<file path="src/rtl/fetch_unit_if.sv">
// fetch_unit_if: bundles the instruction-cache, redirect and decode-side
// handshake signals of the fetch front end.
// master = fetch unit side, slave = surrounding core / environment side.
interface fetch_unit_if;
  // Instruction cache
  logic [31:0] imem_addr;
  logic [31:0] imem_instr;

  // Redirect from execute
  logic        redirect_valid;
  logic [31:0] redirect_pc;

  // Output stage towards decode
  logic        out_valid;
  logic        out_ready;
  logic [31:0] out_pc;
  logic [31:0] out_instr;
  logic        out_pred_taken;

  modport master (
    output imem_addr,
    input  imem_instr,
    input  redirect_valid,
    input  redirect_pc,
    output out_valid,
    input  out_ready,
    output out_pc,
    output out_instr,
    output out_pred_taken
  );

  modport slave (
    input  imem_addr,
    output imem_instr,
    output redirect_valid,
    output redirect_pc,
    input  out_valid,
    output out_ready,
    input  out_pc,
    input  out_instr,
    input  out_pred_taken
  );
endinterface

</file>
<file path="src/rtl/fetch_unit.sv">
// fetch_unit: instruction fetch front end.
// Holds the PC, presents it to a combinational instruction cache, registers
// the returned word with its PC in a single output stage and hands it to
// decode over a valid/ready handshake. Redirects from execute flush the
// output stage and reload the PC.
//
// Optional feature: define FETCH_BRANCH_PREDICT_EN to enable static
// prediction (JAL and backward conditional branches predicted taken).
// Without it no decode logic exists, out_pred_taken is constant 0 and the
// PC always advances by 4.
module fetch_unit #(
  parameter logic [31:0] RESET_PC = 32'h0000_0000
) (
  input logic          clk,
  input logic          reset,
  fetch_unit_if.master bus
);

  localparam logic [6:0] OPC_JAL    = 7'b1101111;
  localparam logic [6:0] OPC_BRANCH = 7'b1100011;

  logic [31:0] pc;
  logic        out_valid;
  logic [31:0] out_pc;
  logic [31:0] out_instr;
  logic        out_pred_taken;

  logic        fire;
  logic        pred;
  logic [31:0] next_pc;
  logic [31:0] seq_pc;
  logic [31:0] redirect_target;

  // The cache address is the PC register itself: no logic on this path.
  assign bus.imem_addr      = pc;
  assign bus.out_valid      = out_valid;
  assign bus.out_pc         = out_pc;
  assign bus.out_instr      = out_instr;
  assign bus.out_pred_taken = out_pred_taken;

  // Output stage can take a new entry when empty or being drained.
  assign fire            = ~out_valid | bus.out_ready;
  assign seq_pc          = pc + 32'd4;
  assign redirect_target = bus.redirect_pc & ~32'h3;

`ifdef FETCH_BRANCH_PREDICT_EN
  logic [31:0] pred_target;
  logic [31:0] jal_offset;
  logic [31:0] br_offset;

  assign jal_offset = {{11{bus.imem_instr[31]}}, bus.imem_instr[31],
                       bus.imem_instr[19:12], bus.imem_instr[20],
                       bus.imem_instr[30:21], 1'b0};
  assign br_offset  = {{19{bus.imem_instr[31]}}, bus.imem_instr[31],
                       bus.imem_instr[7], bus.imem_instr[30:25],
                       bus.imem_instr[11:8], 1'b0};

  // Static predictor: JAL always taken, conditional branches taken when backward.
  always_comb begin
    // NOTE: defaults first so every path assigns every output; no latches.
    pred        = 1'b0;
    pred_target = seq_pc;
    if (bus.imem_instr[6:0] == OPC_JAL) begin
      pred        = 1'b1;
      pred_target = pc + jal_offset;
    end else if (bus.imem_instr[6:0] == OPC_BRANCH && bus.imem_instr[31]) begin
      pred        = 1'b1;
      pred_target = pc + br_offset;
    end
  end

  assign next_pc = pred ? pred_target : seq_pc;
`else
  assign pred    = 1'b0;
  assign next_pc = seq_pc;
`endif

  // PC and output stage: reset, then redirect/flush, then fetch, else stall.
  always_ff @(posedge clk) begin
    // NOTE: sequential state uses non-blocking assignments only, so every
    // register samples pre-edge values regardless of statement order.
    if (!reset) begin
      pc             <= RESET_PC;
      out_valid      <= 1'b0;
      out_pc         <= 32'h0;
      out_instr      <= 32'h0;
      out_pred_taken <= 1'b0;
    end else if (bus.redirect_valid) begin
      // Wrong-path word on imem_instr is dropped; a concurrent transfer to
      // decode still completes because decode sampled it at this edge.
      pc        <= redirect_target;
      out_valid <= 1'b0;
    end else if (fire) begin
      out_valid      <= 1'b1;
      out_pc         <= pc;
      out_instr      <= bus.imem_instr;
      out_pred_taken <= pred;
      pc             <= next_pc;
    end
  end

endmodule

</file>
<file path="src/flat_wrapper.sv">
// flat-port wrapper written by rule: the top's interface ports become plain ports
module fetch_unit_flat 
#(
  parameter logic [31:0] RESET_PC = 32'h0000_0000
)
  (clk, reset, bus_imem_addr, bus_imem_instr, bus_redirect_valid, bus_redirect_pc, bus_out_valid, bus_out_ready, bus_out_pc, bus_out_instr, bus_out_pred_taken);
  fetch_unit_if bus_i ();
  input logic clk;
  input logic reset;
  output wire logic [$bits(bus_i.imem_addr)-1:0] bus_imem_addr;
  input wire logic [$bits(bus_i.imem_instr)-1:0] bus_imem_instr;
  input wire logic [$bits(bus_i.redirect_valid)-1:0] bus_redirect_valid;
  input wire logic [$bits(bus_i.redirect_pc)-1:0] bus_redirect_pc;
  output wire logic [$bits(bus_i.out_valid)-1:0] bus_out_valid;
  input wire logic [$bits(bus_i.out_ready)-1:0] bus_out_ready;
  output wire logic [$bits(bus_i.out_pc)-1:0] bus_out_pc;
  output wire logic [$bits(bus_i.out_instr)-1:0] bus_out_instr;
  output wire logic [$bits(bus_i.out_pred_taken)-1:0] bus_out_pred_taken;
  assign bus_imem_addr = bus_i.imem_addr;
  assign bus_i.imem_instr = bus_imem_instr;
  assign bus_i.redirect_valid = bus_redirect_valid;
  assign bus_i.redirect_pc = bus_redirect_pc;
  assign bus_out_valid = bus_i.out_valid;
  assign bus_i.out_ready = bus_out_ready;
  assign bus_out_pc = bus_i.out_pc;
  assign bus_out_instr = bus_i.out_instr;
  assign bus_out_pred_taken = bus_i.out_pred_taken;
  fetch_unit #(.RESET_PC(RESET_PC)) u_core (.clk(clk), .reset(reset), .bus(bus_i));
endmodule
</file>
<file path="config.mk">
export PLATFORM = sky130hd
export DESIGN_NAME = fetch_unit_flat
export DESIGN_NICKNAME = d
export VERILOG_FILES = /design/src/rtl/fetch_unit_if.sv /design/src/rtl/fetch_unit.sv /design/src/flat_wrapper.sv
export SDC_FILE = /design/constraint.sdc
export NUM_CORES = 1
export LEC_CHECK = 0
export ABC_AREA = 1
export CAP_MARGIN = 25
export CORE_MARGIN = 10
export CORE_UTILIZATION = 44
export DETAILED_ROUTE_END_ITERATION = 7
export HOLD_SLACK_MARGIN = 0.1
export PLACE_DENSITY = 0.83
export SKIP_CTS_REPAIR_TIMING = 1
export SLEW_MARGIN = 20
export SYNTH_ARGS = -nofsm -noshare
export SYNTH_HDL_FRONTEND = slang
export SYNTH_SLANG_ARGS = --single-unit
</file>
<file path="constraint.sdc">
create_clock -name clk -period 2 [get_ports clk]
set_clock_uncertainty 0.15 [all_clocks]
set_input_delay 0.4 -clock clk [delete_from_list [all_inputs] [get_ports clk]]
set_output_delay 0.4 -clock clk [all_outputs]
set_load 0.05 [all_outputs]
</file>
Figure 1. Metal 3.
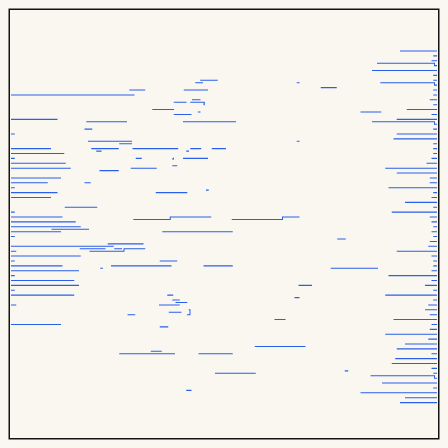
main direction: horizontal
nets with wire on the layer: 143
longest straight run: 34.0 um
final wirelength: 14380 um
vias: 4746
grt met3 use: 5.054%

Figure 2. Sequential cells grouped by signal name.
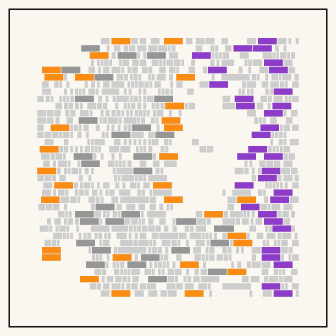
legend:
  u_core.bus.out_pc:
    colour: orange
    sequential_cells: 30
  u_core.bus.out_instr:
    colour: purple
    sequential_cells: 32
    where: a vertical strip on the right
Final Util: 63.91%
Seq. pwr: 2.08 mW
FF+latch area: 1864 um2

Figure 3. Routed metal, one colour a layer.
Only two layers are drawn.
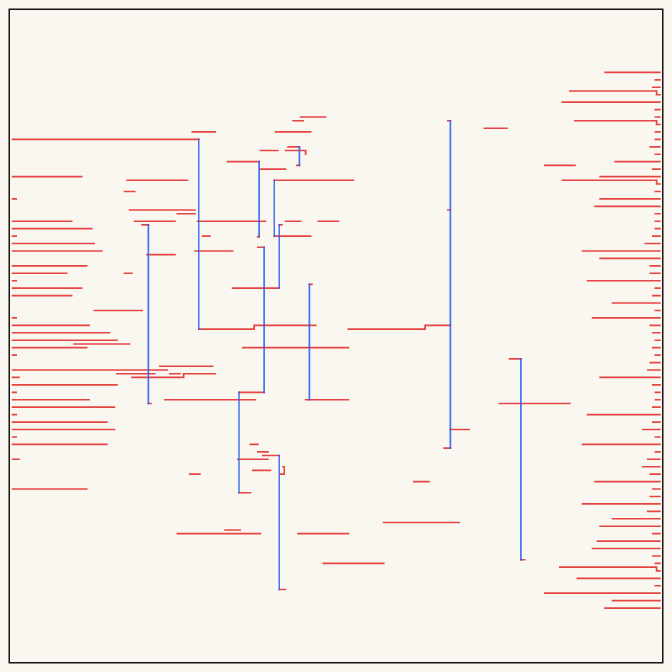
legend:
  M3:
    colour: red
    wire_length: 1180 um
  M4:
    colour: blue
    wire_length: 293 um
All-Layer GR Usage: 19.56%
drt wl/cell: 15.86 um

==> GITHUB_STEP_SUMMARY <==
### Metrics collected by this job

| Metric | Value |
|---|---|
| Final hold vios | `0` |
| Final Non-Filler Cells | `907` |
| DRT met1 WL | `6110 um` |
| Worst R2R Setup Slack | `0.24 ns` |
| Vias per std cell | `5.233` |
| Critical path type | `register to register` |
| Final setup fails | `0` |
| Dpl hpwl | `10810 um` |
| Worst min path class | `register to register` |
| Hold WS | `0.3244 ns` |
| Clock power frac | `34.2%` |
| Min cycle time layout | `1.760 ns` |
| Remaining global-route overflow | `0` |
| Switching pwr | `1.557 mW` |
| Tapcells | `133` |
| Yosys stat cell total | `607` |
| Largest cell class | `combinational gates` |
| P_leak | `2.872 nW` |
| Most used cell, CP | `nand2_1` |
| Non-clk buf share | `25.75%` |
| Signal buffers | `183` |
| Top Family by Delay on Critical Path | `simple AND/OR/NAND/NOR gates` |
| WP depth | `10` |
| Die area | `14210 um2` |
| Clock transition at the registers of the reported paths | `0.10 ns` |
| First-pass GRT wire length | `23210 um` |
| Comb pwr share | `24.1%` |
| Yosys warnings | `0` |
| Reg power frac | `41.7%` |
| Critical path, cell by cell | `ha_1, nand2_1, nor2_4, nand3_4, nor2_4, nand3_1, nand2_1, nand3_1, nand2_1, inv_1` |
| Max-cap violation count | `0` |
| Yosys synthesis chip area | `4329 um2` |
| Avg Inst Size Synth | `7.132 um2` |
| Clock buf count | `11` |
| Met2 WL post-DR | `6800 um` |
| Tcrit/Tclk final | `88.02%` |
| Most used logic cell in the final layout | `nor2_1` |
| Peak VDD IR | `437.7 uV` |
| Invs w/o clock | `47` |
| Final setup margin | `0.2395 ns` |
| Clock sink total | `93` |
| RSZ-0062 raised after global routing | `false` |
| Sequential cell area share | `30.12%` |
| Critical path endpoint category | `register` |
| CTS tree | `done` |
| Fp util | `44.70%` |
| Clock buf/inv share | `4.528%` |
| HP Start | `u_core.bus.out_pc[23]` |
| Met3 wire len | `1179 um` |
| Most numerous logic cells after layout | `nor2_1 (148), buf_4 (113), nand2_1 (95), dfxtp_1 (91), clkdlybuf4s50_1 (64)` |
| Slew Limit Fails | `0` |
| Drt first pass iters | `5` |
| Drt drc | `0` |
| Slowest stage cell, crit path | `dfxtp_2` |
| Overall Power | `4.980 mW` |
| Max reg flops | `32` |
| Final setup TNS | `0 ns` |
| Hold worst-path end | `u_core.bus.out_pc[23]` |
| Tool warnings | `28` |
| Number of DRC markers in iteration 0 | `506` |
| Routability cong. | `0.8990` |
| # rows | `36` |
| Gate Area | `2106 um2` |
| XOR Share, Synth | `0.2023%` |
| Startpoint types | `register` |
| Status | `finished, final reports clean` |
| # fillers | `839` |
Figure 4. Track usage over the die.
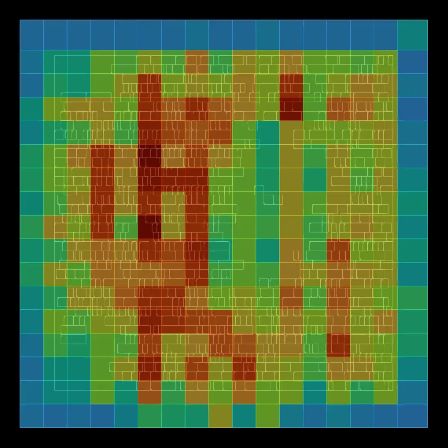
met2 GRT Util: 32.19%
GRT met1 Usage: 24.06%
gr busiest metal: met2

Figure 5. I/O pins on the die edge.
Pins as bars across the die edge, other pins in grey.
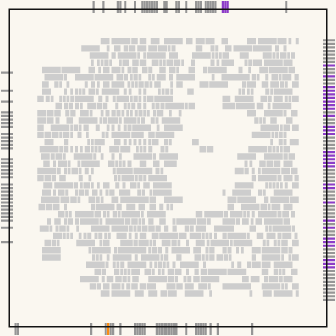
legend:
  bus_out_valid:
    colour: orange
    pins: 1
    direction: output
    edge: bottom
  bus_out_instr:
    colour: purple
    pins: 32
    direction: output
    edge: 29 right, 3 top
Die W: 119.2 um
Die H: 119.2 um
I/O Buffers: 158

==> cell usage after synthesis (all sizes together) <==
library cell	number	area share (%)
dfxtp	93	43
nor2	157	15
conb	1	0.087
o21bai	3	0.52
a22oi	19	3.3
nand2	101	9.2
nand3	53	7.2
nand4	10	1.6
inv	43	3.8
a21oi	13	1.5
ha	1	0.29
buf	23	3.4
nor3b	1	0.43
xor2	1	0.20
clkinv	4	0.35
o211ai	1	0.17
o221ai	1	0.20
nor3	4	0.46
a31oi	6	0.87
o21ai	59	6.8
clkbuf	13	1.1
==> power groups by stage <==
stage	Combinational, mW	Sequential, mW	Clock [mW]
after floorplan	0.323	2.53	0
after global placement	1.18	2.11	0
after detailed placement	1.20	2.12	0
after CTS	1.20	2.08	1.73
after global routing	1.28	2.10	1.80
final	1.20	2.08	1.70
Power and IR drop assume default switching activity.
